**src/rtl/cpu_bus_writer.sv**
```systemverilog
// cpu_bus_writer: BRAM-port initiator that turns host register-update requests
// into registered 16-bit burst writes and read-modify-write bit set/clear cycles.
module cpu_bus_writer #(
    parameter int ADDR_WIDTH = 14,
    parameter int RD_LATENCY = 2
) (
    input  logic                  CLK,
    input  logic                  RST_N,
    input  logic                  REQ_VALID,
    output logic                  REQ_READY,
    input  logic [1:0]            REQ_OP,
    input  logic [ADDR_WIDTH-1:0] REQ_ADDR,
    input  logic [7:0]            REQ_LEN,
    input  logic [15:0]           REQ_MASK,
    input  logic                  DIN_VALID,
    output logic                  DIN_READY,
    input  logic [15:0]           DIN,
    output logic                  BUS_EN,
    output logic                  BUS_WE,
    output logic [ADDR_WIDTH-1:0] BUS_ADDR,
    output logic [15:0]           BUS_DOUT,
    input  logic [15:0]           BUS_DIN,
    output logic                  BUSY,
    output logic                  DONE,
    output logic                  ERR,
    output logic [2:0]            DBG_STATE
);

    // Handshakes (REQ and DIN): a transfer happens on the CLK edge where VALID
    // and READY are both 1. READY is a function of state only, never of VALID,
    // and VALID may be raised or dropped at any time without a penalty.

    localparam logic [1:0] OP_BURST = 2'd0;
    localparam logic [1:0] OP_SET   = 2'd1;
    localparam logic [1:0] OP_CLR   = 2'd2;

    localparam logic [2:0] WAIT_LAST = 3'(RD_LATENCY - 1);

    typedef enum logic [2:0] {
        S_IDLE     = 3'd0,
        S_BURST    = 3'd1,
        S_RD_ISSUE = 3'd2,
        S_RD_WAIT  = 3'd3,
        S_RMW_WR   = 3'd4,
        S_FIN      = 3'd5,
        S_RSV      = 3'd6
    } state_t;

    state_t                state_q, state_d;
    logic [ADDR_WIDTH-1:0] addr_q, addr_d;
    logic [7:0]            len_q, len_d;
    logic [7:0]            cnt_q, cnt_d;
    logic [15:0]           mask_q, mask_d;
    logic                  clr_q, clr_d;
    logic [2:0]            wait_q, wait_d;

    logic                  bus_en_q, bus_en_d;
    logic                  bus_we_q, bus_we_d;
    logic [ADDR_WIDTH-1:0] bus_addr_q, bus_addr_d;
    logic [15:0]           bus_dout_q, bus_dout_d;

    always_ff @(posedge CLK) begin
        if (!RST_N) begin
            state_q    <= S_IDLE;
            addr_q     <= '0;
            len_q      <= '0;
            cnt_q      <= '0;
            mask_q     <= '0;
            clr_q      <= 1'b0;
            wait_q     <= '0;
            bus_en_q   <= 1'b0;
            bus_we_q   <= 1'b0;
            bus_addr_q <= '0;
            bus_dout_q <= '0;
        end else begin
            state_q    <= state_d;
            addr_q     <= addr_d;
            len_q      <= len_d;
            cnt_q      <= cnt_d;
            mask_q     <= mask_d;
            clr_q      <= clr_d;
            wait_q     <= wait_d;
            bus_en_q   <= bus_en_d;
            bus_we_q   <= bus_we_d;
            bus_addr_q <= bus_addr_d;
            bus_dout_q <= bus_dout_d;
        end
    end

    // Bus cycles are scheduled on the transition into the state that owns
    // them, so the registered bus outputs line up with that state.
    always_comb begin
        state_d    = state_q;
        addr_d     = addr_q;
        len_d      = len_q;
        cnt_d      = cnt_q;
        mask_d     = mask_q;
        clr_d      = clr_q;
        wait_d     = wait_q;
        bus_en_d   = 1'b0;
        bus_we_d   = 1'b0;
        bus_addr_d = bus_addr_q;
        bus_dout_d = bus_dout_q;

        case (state_q)
            S_IDLE: begin
                if (REQ_VALID) begin
                    case (REQ_OP)
                        OP_BURST: begin
                            addr_d  = REQ_ADDR;
                            len_d   = REQ_LEN;
                            cnt_d   = '0;
                            state_d = (REQ_LEN == 8'd0) ? S_FIN : S_BURST;
                        end
                        OP_SET, OP_CLR: begin
                            addr_d     = REQ_ADDR;
                            mask_d     = REQ_MASK;
                            clr_d      = (REQ_OP == OP_CLR);
                            bus_en_d   = 1'b1;
                            bus_addr_d = REQ_ADDR;
                            state_d    = S_RD_ISSUE;
                        end
                        default: state_d = S_RSV;
                    endcase
                end
            end

            S_BURST: begin
                if (DIN_VALID) begin
                    bus_en_d   = 1'b1;
                    bus_we_d   = 1'b1;
                    bus_addr_d = addr_q;
                    bus_dout_d = DIN;
                    addr_d     = addr_q + ADDR_WIDTH'(1);
                    cnt_d      = cnt_q + 8'd1;
                    if (cnt_q == len_q - 8'd1) begin
                        state_d = S_FIN;
                    end
                end
            end

            S_RD_ISSUE: begin
                wait_d  = '0;
                state_d = S_RD_WAIT;
            end

            // Read data is valid in the last RD_WAIT cycle; it feeds the
            // write-back register directly instead of a separate capture stage.
            S_RD_WAIT: begin
                if (wait_q == WAIT_LAST) begin
                    bus_en_d   = 1'b1;
                    bus_we_d   = 1'b1;
                    bus_addr_d = addr_q;
                    bus_dout_d = clr_q ? (BUS_DIN & ~mask_q) : (BUS_DIN | mask_q);
                    state_d    = S_RMW_WR;
                end else begin
                    wait_d = wait_q + 3'd1;
                end
            end

            S_RMW_WR: state_d = S_FIN;
            S_FIN:    state_d = S_IDLE;
            S_RSV:    state_d = S_IDLE;
            default:  state_d = S_IDLE;
        endcase
    end

    assign REQ_READY = (state_q == S_IDLE);
    assign DIN_READY = (state_q == S_BURST);
    assign BUSY      = (state_q != S_IDLE);
    assign DONE      = (state_q == S_FIN);
    assign ERR       = (state_q == S_RSV);
    assign DBG_STATE = state_q;

    assign BUS_EN   = bus_en_q;
    assign BUS_WE   = bus_we_q;
    assign BUS_ADDR = bus_addr_q;
    assign BUS_DOUT = bus_dout_q;

endmodule

```
**config.mk**
```make
export PLATFORM = sky130hd
export DESIGN_NAME = cpu_bus_writer
export DESIGN_NICKNAME = d
export VERILOG_FILES = /design/src/rtl/cpu_bus_writer.sv
export SDC_FILE = /design/constraint.sdc
export NUM_CORES = 1
export LEC_CHECK = 0
export CORE_UTILIZATION = 49
export DETAILED_ROUTE_END_ITERATION = 8
export PLACE_DENSITY_LB_ADDON = 0.2
export SLEW_MARGIN = 30
export SYNTH_ARGS = -nofsm -noshare
export SYNTH_HDL_FRONTEND = slang
export SYNTH_SLANG_ARGS = --single-unit
```
**constraint.sdc**
```tcl
create_clock -name CLK -period 1.8 [get_ports CLK]
set_input_delay 0.27 -clock CLK [delete_from_list [all_inputs] [get_ports CLK]]
set_output_delay 0.27 -clock CLK [all_outputs]
set_load 0.05 [all_outputs]
```
Figure 1. Clock distribution.
Scale bar: 20 um.
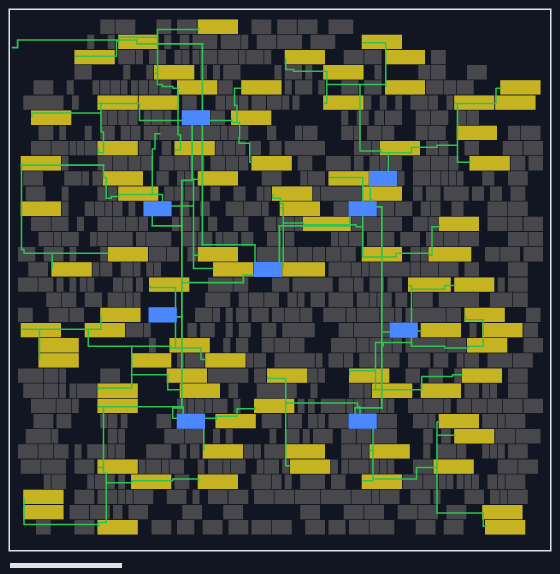
[green] clock wires | length: 1040 um
[blue] clock-net drivers | count: 9
[yellow] flip-flops | count: 85
routed clock nets	10
flops lie	spread over the die

Figure 2. Nets reached from selected ports.
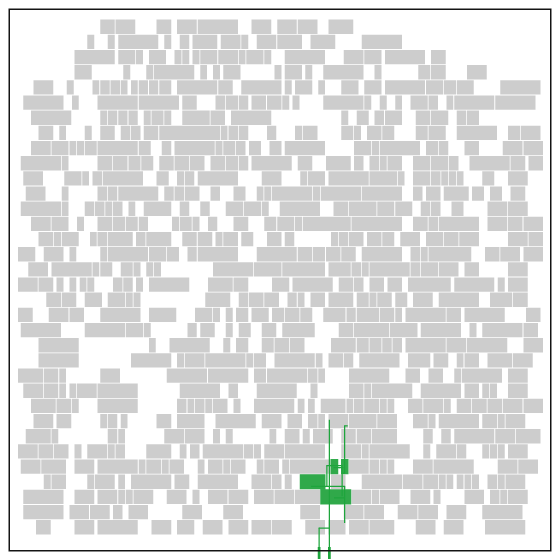
color	port	bits	direction	end cells	wire
green	REQ_OP	2	input	4	65.7 um

Figure 3. Signal wires by layer.
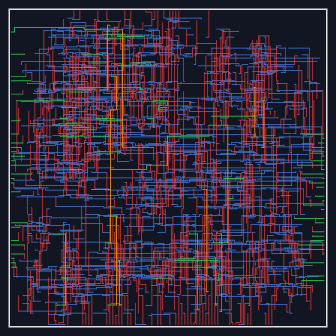
color	layer	wire length
orange	M4	338 um
green	M3	570 um
blue	M1	5330 um
red	M2	6120 um

Figure 4. Selected gate families.
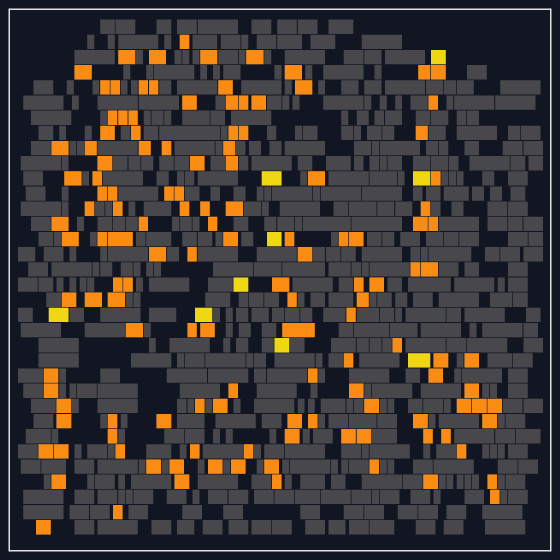
color	family	cells	most used
orange	aoi and oai cells	133	a21oi_1
yellow	non-inverting ao/oa cells	9	a21o_1

==> impl_metrics.env <==
# implementation run metrics
export IMPL_fin_crit_ns=1.769
export IMPL_final_common_cell="nand2_1"
export IMPL_wl_met1_um=5331
export IMPL_worstPathArrival_ns=1.50
export IMPL_p_int_mw=4.076
export IMPL_drive_gt1_frac=0.1445
export IMPL_rr_startpoint="DBG_STATE[0]"
export IMPL_adder_share=0.02555
export IMPL_synthArstFlopShare=0
export IMPL_power_share_sequential=0.352
export IMPL_grt_met3_usage=0.03974
export IMPL_placed_cell_area_um2=5984
export IMPL_grt_max_degree=33
export IMPL_powerComb_mw=2.95
export IMPL_crit_path_top_delay_cell="clkdlybuf4s50_1"
export IMPL_grt_setup_unrepaired="yes"
export IMPL_largestClassByArea="logic gates"
export IMPL_final_hold_violation_count=0
export IMPL_ys_flops=85
export IMPL_min_from="REQ_MASK[12]"
export IMPL_reg2reg_to="BUS_ADDR[5]"
export IMPL_ctsHoldBuffers=0
export IMPL_portBuffers=115
export IMPL_endpoint_kind="output pin"
export IMPL_fmax_ghz=0.5651
export IMPL_switching_share=0.3917
export IMPL_design_area_um2=6275
export IMPL_clk_power_mw=1.40
export IMPL_wl_per_cell_um=15.45
export IMPL_die_w_um=96.85
export IMPL_drc=0
export IMPL_tightestPinTransition_ns=0.5300
export IMPL_wl_met3_um=569
export IMPL_clock_cell_area_share=0.03210
export IMPL_crit_fanout=2
export IMPL_cts_made_buffers=9
export IMPL_lay_top_cells="115 x nand2_1, 81 x dfxtp_1, 81 x clkdlybuf4s50_1, 51 x buf_4, 39 x a21oi_1"
export IMPL_nonClkBufAreaFrac=0.2658
export IMPL_yosysTopAreaCellShare=0.3860
export IMPL_hpwl_um=8990
export IMPL_synthToLayoutAreaGrowth_pct=42.35
export IMPL_grt_overflow_total=0
export IMPL_status="complete, no violations"
export IMPL_clk_latency_ns=0.36
export IMPL_common_cells="115 x nand2_1, 85 x dfxtp_1, 39 x a21oi_1, 37 x nor2_1, 24 x mux2i_1"
export IMPL_reg2reg_depth=8
export IMPL_rrSetupSlack_ns=0.09
export IMPL_final_max_slew_viol_count=0
export IMPL_clockBufferCount=12
export IMPL_finish_utilization=0.7195
export IMPL_met2_length_um=6120
export IMPL_grt_pass1_wl_um=20690
export IMPL_die_area_um2=9379
export IMPL_firstDrtPassIters=5
export IMPL_drt_iter0_markers=173
export IMPL_pre_cts_slack_ns=-0.4384
export IMPL_routed_wl_um=12360
export IMPL_cp_required_ns=1.53
export IMPL_yosysSeqAreaShare=0.3860
export IMPL_grt_pass1_vias=4457
export IMPL_vias=4555
export IMPL_grt_util_met2=0.4480
export IMPL_netlist_logic_family_top="simple AND/OR/NAND/NOR gates"
export IMPL_nWellTaps=108
export IMPL_ys_sh_aoi=0.2166
export IMPL_seqCellArea_um2=1709
export IMPL_syn_num_nets=634
export IMPL_fin_tns_setup_ns=0
export IMPL_drv_cap=0
export IMPL_switchingPower_mw=2.625
export IMPL_cp_endpoint="BUS_ADDR[10]"
export IMPL_cts_buffer_depth=2
export IMPL_clockPowerShare=0.208
export IMPL_synth_edff_count=0
export IMPL_logic_area_um2=2485
export IMPL_met1_usage=0.3338
export IMPL_hp_class="primary input to flip-flop"
export IMPL_path_delay_family="buffers and inverters"
export IMPL_initial_core_util=0.5055
export IMPL_critPathLaunchType="flip-flop"
export IMPL_setup_violations_final=0
export IMPL_antenna_cells=0
export IMPL_cts_root_buf="clkbuf_8"
export IMPL_nNetsFinal=772
export IMPL_mux_area_frac=0.05450
export IMPL_gp_congestion=0.8089
export IMPL_std_cell_rows=34
export IMPL_place_inst=780
export IMPL_post_cts_buffers=0
